===== config.mk =====
export PLATFORM = sky130hd
export DESIGN_NAME = ahb_spi_bridge_slave_p_flat
export DESIGN_NICKNAME = d
export VERILOG_FILES = /design/src/rtl/ahb_spi_bridge_slave_p_pkg.sv /design/src/rtl/ahb_spi_bridge_slave_p_if.sv /design/src/rtl/ahb_spi_lane_align.sv /design/src/rtl/ahb_spi_bridge_slave_p.sv /design/src/flat_wrapper.sv
export SDC_FILE = /design/constraint.sdc
export NUM_CORES = 1
export LEC_CHECK = 0
export ABC_AREA = 1
export ABC_CLOCK_PERIOD_IN_PS = 1970
export CAP_MARGIN = 0
export CORE_MARGIN = 1.5
export CORE_UTILIZATION = 43
export CTS_CLUSTER_DIAMETER = 80
export DETAILED_ROUTE_END_ITERATION = 12
export PLACE_DENSITY_LB_ADDON = 0.08
export SKIP_LAST_GASP = 1
export SLEW_MARGIN = 10
export SYNTH_ARGS = -nofsm -noshare
export SYNTH_HDL_FRONTEND = slang
export SYNTH_SLANG_ARGS = --single-unit

===== constraint.sdc =====
create_clock -name HCLK -period 1.97 [get_ports HCLK]
set_input_delay 0.2955 -clock HCLK [delete_from_list [all_inputs] [get_ports HCLK]]
set_output_delay 0.2955 -clock HCLK [all_outputs]
set_load 0.05 [all_outputs]

===== src/rtl/ahb_spi_bridge_slave_p_pkg.sv =====
// Shared definitions for the AHB-to-SPI bridge slave front end:
// AHB transfer/size codes and the slave FSM state encoding.
package ahb_spi_bridge_slave_p_pkg;

    localparam logic [1:0] HTRANS_IDLE   = 2'b00;
    localparam logic [1:0] HTRANS_BUSY   = 2'b01;
    localparam logic [1:0] HTRANS_NONSEQ = 2'b10;
    localparam logic [1:0] HTRANS_SEQ    = 2'b11;

    localparam logic [2:0] HSIZE_BYTE  = 3'd0;
    localparam logic [2:0] HSIZE_HALF  = 3'd1;
    localparam logic [2:0] HSIZE_WORD  = 3'd2;
    localparam logic [2:0] HSIZE_DWORD = 3'd3;

    typedef enum logic [2:0] {
        ST_IDLE    = 3'd0,
        ST_WR      = 3'd1,
        ST_RD_REQ  = 3'd2,
        ST_RD_WAIT = 3'd3,
        ST_RD_CAP  = 3'd4,
        ST_RD_DONE = 3'd5,
        ST_ERR1    = 3'd6,
        ST_ERR2    = 3'd7
    } state_e;

endpackage


===== src/rtl/ahb_spi_bridge_slave_p_if.sv =====
// AHB-Lite slave bus plus TX/RX FIFO handshake of the bridge front end.
interface ahb_spi_bridge_slave_p_if #(
    parameter int unsigned ADDR_W = 8,
    parameter int unsigned DATA_W = 32
);
    localparam int unsigned CMD_W = 1 + ADDR_W + DATA_W;

    logic              HSEL;
    logic [ADDR_W-1:0] HADDR;
    logic [1:0]        HTRANS;
    logic              HWRITE;
    logic [2:0]        HSIZE;
    logic [DATA_W-1:0] HWDATA;
    logic              HREADYIN;
    logic              HREADYOUT;
    logic              HRESP;
    logic [DATA_W-1:0] HRDATA;

    logic [CMD_W-1:0]  tx_data;
    logic              tx_wr_en;
    logic              tx_full;
    logic [DATA_W-1:0] rx_data;
    logic              rx_rd_en;
    logic              rx_empty;

    modport slave (
        input  HSEL, HADDR, HTRANS, HWRITE, HSIZE, HWDATA, HREADYIN,
        output HREADYOUT, HRESP, HRDATA,
        output tx_data, tx_wr_en,
        input  tx_full,
        input  rx_data, rx_empty,
        output rx_rd_en
    );

    modport master (
        output HSEL, HADDR, HTRANS, HWRITE, HSIZE, HWDATA, HREADYIN,
        input  HREADYOUT, HRESP, HRDATA,
        input  tx_data, tx_wr_en,
        output tx_full,
        output rx_data, rx_empty,
        input  rx_rd_en
    );

endinterface


===== src/rtl/ahb_spi_lane_align.sv =====
// Combinational size/alignment check for an incoming address phase and
// byte-lane extraction of write data into the LSBs of the frame data field.
module ahb_spi_lane_align #(
    parameter int unsigned DATA_W = 32,
    localparam int unsigned LANE_W = $clog2(DATA_W / 8)
) (
    input  logic [LANE_W-1:0] chk_lane_i,
    input  logic [2:0]        chk_size_i,
    output logic              err_o,
    input  logic [LANE_W-1:0] lane_i,
    input  logic [2:0]        size_i,
    input  logic [DATA_W-1:0] wdata_i,
    output logic [DATA_W-1:0] data_o
);

    localparam int unsigned NBYTES = DATA_W / 8;

    logic [LANE_W-1:0] align_mask;
    logic [DATA_W-1:0] shifted;

    // Oversize transfers are errors; otherwise low address bits below the size must be zero.
    always_comb begin
        align_mask = '0;
        err_o      = 1'b0;
        if (32'(chk_size_i) > LANE_W) begin
            err_o = 1'b1;
        end else begin
            align_mask = LANE_W'((32'd1 << chk_size_i) - 32'd1);
            err_o      = |(chk_lane_i & align_mask);
        end
    end

    always_comb begin
        shifted = wdata_i >> {lane_i, 3'b000};
        data_o  = '0;
        for (int unsigned b = 0; b < NBYTES; b++) begin
            if (b < (32'd1 << size_i)) begin
                data_o[8*b +: 8] = shifted[8*b +: 8];
            end
        end
    end

endmodule


===== src/rtl/ahb_spi_bridge_slave_p.sv =====
// AHB-Lite slave front end of the AHB-to-SPI bridge: turns transfers into TX
// command frames and returns RX FIFO data for reads, with wait states and timeout.
module ahb_spi_bridge_slave_p #(
    parameter int unsigned ADDR_W     = 8,
    parameter int unsigned DATA_W     = 32,
    parameter int unsigned RD_TIMEOUT = 255
) (
    input  logic                      HCLK,
    input  logic                      rst_n,
    ahb_spi_bridge_slave_p_if.slave   bus
);

    import ahb_spi_bridge_slave_p_pkg::*;

    localparam int unsigned CMD_W    = 1 + ADDR_W + DATA_W;
    localparam int unsigned LANE_W   = $clog2(DATA_W / 8);
    localparam int unsigned TMR_W    = $clog2(RD_TIMEOUT + 1);
    localparam int unsigned RW_BIT   = CMD_W - 1;
    localparam int unsigned ADDR_LSB = DATA_W;
    localparam int unsigned DATA_LSB = 0;
    localparam logic [TMR_W-1:0] TMR_LAST = TMR_W'(RD_TIMEOUT - 1);

    state_e            state_q, state_d;
    logic [ADDR_W-1:0] addr_q;
    logic              write_q;
    logic [2:0]        size_q;
    logic [TMR_W-1:0]  timer_q, timer_d;
    logic [DATA_W-1:0] hrdata_q, hrdata_d;

    logic              hready_c;
    logic              hresp_c;
    logic              accept_c;
    logic              addr_err_c;
    state_e            launch_c;
    logic [CMD_W-1:0]  tx_data_c;
    logic              tx_wr_en_c;
    logic              rx_rd_en_c;
    logic [DATA_W-1:0] wdata_al_c;

    ahb_spi_lane_align #(
        .DATA_W (DATA_W)
    ) u_lane_align (
        .chk_lane_i (bus.HADDR[LANE_W-1:0]),
        .chk_size_i (bus.HSIZE),
        .err_o      (addr_err_c),
        .lane_i     (addr_q[LANE_W-1:0]),
        .size_i     (size_q),
        .wdata_i    (bus.HWDATA),
        .data_o     (wdata_al_c)
    );

    // Data phase completes in these states; a write only once the TX FIFO has room.
    always_comb begin
        case (state_q)
            ST_IDLE, ST_RD_DONE, ST_ERR2: hready_c = 1'b1;
            ST_WR:                        hready_c = !bus.tx_full;
            default:                      hready_c = 1'b0;
        endcase
    end

    assign accept_c = bus.HSEL && bus.HREADYIN && hready_c &&
                      ((bus.HTRANS == HTRANS_NONSEQ) || (bus.HTRANS == HTRANS_SEQ));
    assign launch_c = addr_err_c ? ST_ERR1 : (bus.HWRITE ? ST_WR : ST_RD_REQ);

    always_comb begin
        state_d    = state_q;
        timer_d    = '0;
        hrdata_d   = hrdata_q;
        hresp_c    = 1'b0;
        tx_data_c  = '0;
        tx_wr_en_c = 1'b0;
        rx_rd_en_c = 1'b0;
        case (state_q)
            ST_IDLE: begin
                if (accept_c) state_d = launch_c;
            end
            ST_WR: begin
                tx_data_c[RW_BIT]                = 1'b1;
                tx_data_c[ADDR_LSB +: ADDR_W]    = addr_q;
                tx_data_c[DATA_LSB +: DATA_W]    = wdata_al_c;
                if (!bus.tx_full) begin
                    tx_wr_en_c = 1'b1;
                    state_d    = accept_c ? launch_c : ST_IDLE;
                end
            end
            ST_RD_REQ: begin
                tx_data_c[ADDR_LSB +: ADDR_W] = addr_q;
                if (!bus.tx_full) begin
                    tx_wr_en_c = 1'b1;
                    state_d    = ST_RD_WAIT;
                end
            end
            ST_RD_WAIT: begin
                // A response arriving in the timeout cycle still wins.
                if (!bus.rx_empty) begin
                    rx_rd_en_c = 1'b1;
                    state_d    = ST_RD_CAP;
                end else if (timer_q == TMR_LAST) begin
                    state_d = ST_ERR1;
                end else begin
                    timer_d = timer_q + TMR_W'(1);
                end
            end
            ST_RD_CAP: begin
                hrdata_d = bus.rx_data;
                state_d  = ST_RD_DONE;
            end
            ST_RD_DONE: begin
                state_d = accept_c ? launch_c : ST_IDLE;
            end
            ST_ERR1: begin
                hresp_c = 1'b1;
                state_d = ST_ERR2;
            end
            ST_ERR2: begin
                hresp_c = 1'b1;
                state_d = accept_c ? launch_c : ST_IDLE;
            end
            default: state_d = ST_IDLE;
        endcase
    end

    always_ff @(posedge HCLK or negedge rst_n) begin
        if (!rst_n) begin
            state_q  <= ST_IDLE;
            timer_q  <= '0;
            hrdata_q <= '0;
        end else begin
            state_q  <= state_d;
            timer_q  <= timer_d;
            hrdata_q <= hrdata_d;
        end
    end

    // Address-phase capture.
    always_ff @(posedge HCLK or negedge rst_n) begin
        if (!rst_n) begin
            addr_q  <= '0;
            write_q <= 1'b0;
            size_q  <= '0;
        end else if (accept_c) begin
            addr_q  <= bus.HADDR;
            write_q <= bus.HWRITE;
            size_q  <= bus.HSIZE;
        end
    end

    assign bus.HREADYOUT = hready_c;
    assign bus.HRESP     = hresp_c;
    assign bus.HRDATA    = hrdata_q;
    assign bus.tx_data   = tx_data_c;
    assign bus.tx_wr_en  = tx_wr_en_c && (write_q || (state_q == ST_RD_REQ));
    assign bus.rx_rd_en  = rx_rd_en_c;

endmodule


===== src/flat_wrapper.sv =====
// flat-port wrapper written by rule: the top's interface ports become plain ports
module ahb_spi_bridge_slave_p_flat import ahb_spi_bridge_slave_p_pkg::*;
#(
    parameter int unsigned ADDR_W     = 8,
    parameter int unsigned DATA_W     = 32,
    parameter int unsigned RD_TIMEOUT = 255
)
  (HCLK, rst_n, bus_HSEL, bus_HADDR, bus_HTRANS, bus_HWRITE, bus_HSIZE, bus_HWDATA, bus_HREADYIN, bus_HREADYOUT, bus_HRESP, bus_HRDATA, bus_tx_data, bus_tx_wr_en, bus_tx_full, bus_rx_data, bus_rx_empty, bus_rx_rd_en);
  ahb_spi_bridge_slave_p_if #(.ADDR_W(ADDR_W), .DATA_W(DATA_W)) bus_i ();
  input  logic HCLK;
  input  logic rst_n;
  input wire logic [$bits(bus_i.HSEL)-1:0] bus_HSEL;
  input wire logic [$bits(bus_i.HADDR)-1:0] bus_HADDR;
  input wire logic [$bits(bus_i.HTRANS)-1:0] bus_HTRANS;
  input wire logic [$bits(bus_i.HWRITE)-1:0] bus_HWRITE;
  input wire logic [$bits(bus_i.HSIZE)-1:0] bus_HSIZE;
  input wire logic [$bits(bus_i.HWDATA)-1:0] bus_HWDATA;
  input wire logic [$bits(bus_i.HREADYIN)-1:0] bus_HREADYIN;
  output wire logic [$bits(bus_i.HREADYOUT)-1:0] bus_HREADYOUT;
  output wire logic [$bits(bus_i.HRESP)-1:0] bus_HRESP;
  output wire logic [$bits(bus_i.HRDATA)-1:0] bus_HRDATA;
  output wire logic [$bits(bus_i.tx_data)-1:0] bus_tx_data;
  output wire logic [$bits(bus_i.tx_wr_en)-1:0] bus_tx_wr_en;
  input wire logic [$bits(bus_i.tx_full)-1:0] bus_tx_full;
  input wire logic [$bits(bus_i.rx_data)-1:0] bus_rx_data;
  input wire logic [$bits(bus_i.rx_empty)-1:0] bus_rx_empty;
  output wire logic [$bits(bus_i.rx_rd_en)-1:0] bus_rx_rd_en;
  assign bus_i.HSEL = bus_HSEL;
  assign bus_i.HADDR = bus_HADDR;
  assign bus_i.HTRANS = bus_HTRANS;
  assign bus_i.HWRITE = bus_HWRITE;
  assign bus_i.HSIZE = bus_HSIZE;
  assign bus_i.HWDATA = bus_HWDATA;
  assign bus_i.HREADYIN = bus_HREADYIN;
  assign bus_HREADYOUT = bus_i.HREADYOUT;
  assign bus_HRESP = bus_i.HRESP;
  assign bus_HRDATA = bus_i.HRDATA;
  assign bus_tx_data = bus_i.tx_data;
  assign bus_tx_wr_en = bus_i.tx_wr_en;
  assign bus_i.tx_full = bus_tx_full;
  assign bus_i.rx_data = bus_rx_data;
  assign bus_i.rx_empty = bus_rx_empty;
  assign bus_rx_rd_en = bus_i.rx_rd_en;
  ahb_spi_bridge_slave_p #(.ADDR_W(ADDR_W), .DATA_W(DATA_W), .RD_TIMEOUT(RD_TIMEOUT)) u_core (.HCLK(HCLK), .rst_n(rst_n), .bus(bus_i));
endmodule

Placement view:
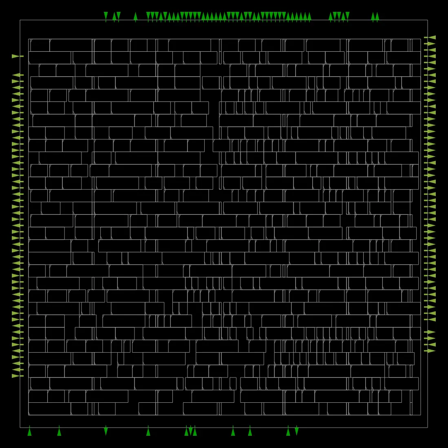
final core occ: 84.5%
seq_cells: 55

Signal wires by layer:
Drawn at 4 px/µm. Only two layers are drawn.
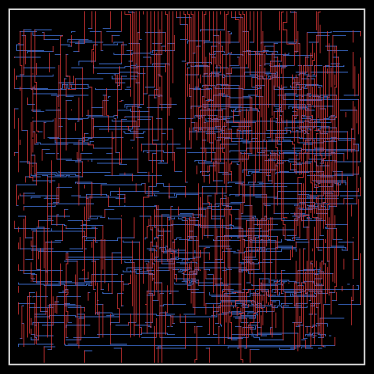
layer	color	wire length
M2	red	5680 µm
M1	blue	3720 µm

Signal wires on met3:
Drawn at 4 px/µm.
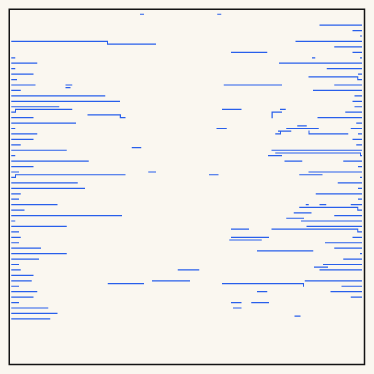
wire length on this layer	978 µm
nets with wire on the layer	126

==> results.py <==
# Flow results
metrics = {
    "clock_network": {
        "ctsResizeCount": 42,
        "cts_made_buffers": 5,
        "cts_max_level": 2,
        "clk_pin_slew_ns": 0.10,
        "cts_tree": "built",
        "post-cts-setup-buffers": 10,
    },
    "floorplanning": {
        "fp_util_pct": 45.2,
        "coreArea_um2": 6940,
        "io_pins": 161,
        "die_w_um": 88.4,
    },
    "worst_setup_path": {
        "r2r_end": "u_core.bus.HRDATA[12]",
        "critical_path_depth": 8,
        "cp_data_arrival_time_ns": 1.72,
        "cpPeakStageDelay_ns": 0.40,
        "crit_chain": "inv_2 > nor2_4 > nand2_8 > inv_8 > o31ai_4 > buf_12 > a211oi_4 > buf_6",
        "cp_data_required_time_ns": 1.67,
        "end_kind": "output pin",
        "path_delay_family": "buffers and inverters",
        "cp-startpoint": "u_core.state_q[0]",
    },
    "synth": {
        "topCellsByArea": "dfrtp_1, nand2_1, mux2_2",
        "top_area_share_pct": 43.8,
        "synth-area-yosys_um2": 3140,
        "ys_seq_share_pct": 43.8,
        "yosysTopAreaCell": "dfrtp_1",
        "top_cells_by_count": "nand2_1, dfrtp_1, nor2_1",
        "yosys_cells": 351,
        "synthArstFlopShare_pct": 100,
        "netlist_area_um2": 3140,
        "edf_count": 0,
        "most_common_cell": "nand2_1",
        "synth-seq-cells": 55,
    },
    "finish": {
        "fin_cells": 625,
        "clock_buffers": 6,
        "mi_logic_area_um2": 1890,
        "n_fill_cell": 394,
        "drive_above_1_share_pct": 35.9,
        "num-nonclk-buffers": 188,
        "fin_nets": 615,
        "buffer_area_share_pct": 38.1,
        "seqAreaFraction_pct": 23.5,
        "lay_top_cells": "clkdlybuf4s50_1, nand2_1, dfrtp_1, buf_12, inv_1",
        "syn_to_final_growth_pct": 86.9,
        "multiInputCombCellCount": 244,
        "clk_share_pct": 1.56,
        "regArea_um2": 1380,
        "lay_top_count": "clkdlybuf4s50_1",
    },
    "power_and_ir_drop": {
        "power_density_nw_per_um2": 1720,
        "p_sw_w": 0.00518,
        "p_total_w": 0.0101,
        "clkPwrFrac_pct": 6.4,
        "power.internal_w": 0.00493,
        "p_sw_share_pct": 51.3,
    },
    "timing": {
        "timing.final.crit_share_pct": 102,
        "fin_setup_tns_ns": -0.507,
        "setup_slack_ns": -0.0420,
        "max_freq_ghz": 0.497,
        "rsz0062_at_grt": "true",
        "slew_viol_final": 0,
        "setup_viol": 20,
        "finClkSkew_ns": 0.00957,
        "final_hold_viol_count": 0,
        "slew_headroom_pct": 63.6,
    },
    "detailed_routing": {
        "route.met2.wl_um": 5680,
        "wl_per_cell_um": 16.8,
        "viasPerCell": 5.25,
        "top_layer": "met4",
        "first_pass_iters": 4,
    },
    "grt": {
        "antenna_found_initial": 0,
        "grt.met1_usage_pct": 28.8,
        "grtUsageMet2_pct": 45.9,
        "grt_overflow": 0,
        "grt_pass1_wl_um": 15300,
        "busiest_layer": "met2",
    },
    "outcome": {
        "outcome": "finished with violations",
        "violations": "negative setup slack",
    },
    "min_path": {
        "min_to": "u_core.timer_q[7]",
        "hp-class": "reg -> reg",
        "hp-start": "u_core.timer_q[7]",
    },
    "placement": {
        "gp_congestion": 0.872,
        "placed_cell_area_um2": 5300,
        "post-place-cells": 602,
        "dpl_worst_slack_ns": 0.0124,
        "hpwl_um": 7200,
        "port_buffers": 159,
    },
}
Placement by cell class:
Drawn at 3 px/µm.
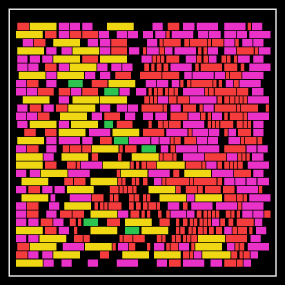
class	color	cells
remaining logic cells	red	279
clock drivers and dummy loads	green	7
registers	yellow	55
remaining buffers and delay cells	magenta	188

Sequential cells colored by netlist name:
Drawn at 6 px/µm.
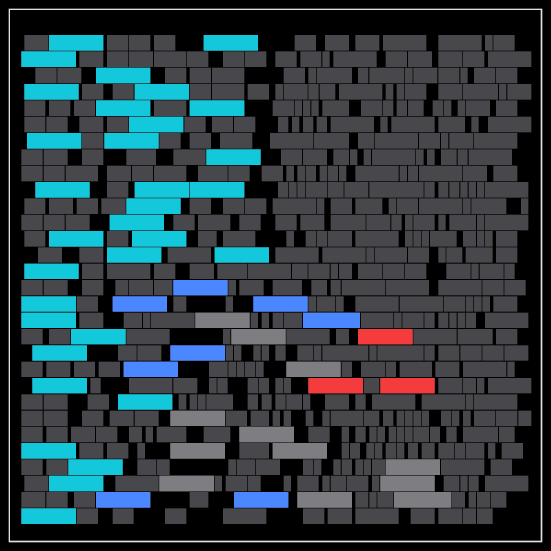
name in the netlist	color	flops
u_core.addr_q	blue	8
u_core.bus.HRDATA	cyan	32
u_core.size_q	red	3

-- power by group through the flow --
stage | clock network (W) | registers (W) | logic, W
detailed placement | 0 | 0.00195 | 0.00656
global placement | 0 | 0.00191 | 0.00649
global route | 0.000712 | 0.00200 | 0.00788
floorplan | 0 | 0.00310 | 0.00309
finish | 0.000648 | 0.00194 | 0.00752
CTS | 0.000670 | 0.00193 | 0.00712
-- registers in the layout, indices dropped and copies added (netlist names) --
register	cells
u_core.timer_q	8
u_core.size_q	3
u_core.bus.HRDATA	32
u_core.addr_q	8
u_core.write_q	1
u_core.state_q	3
-- logic make-up after synthesis --
group	synth area share [%]
compound gates	13.6
xor+xnor	0.558
buf+inv	7.77
fa+ha+maj	0.797
flops	43.8
mux	13.6
simple gates	19.8
Power and IR drop assume default switching activity.
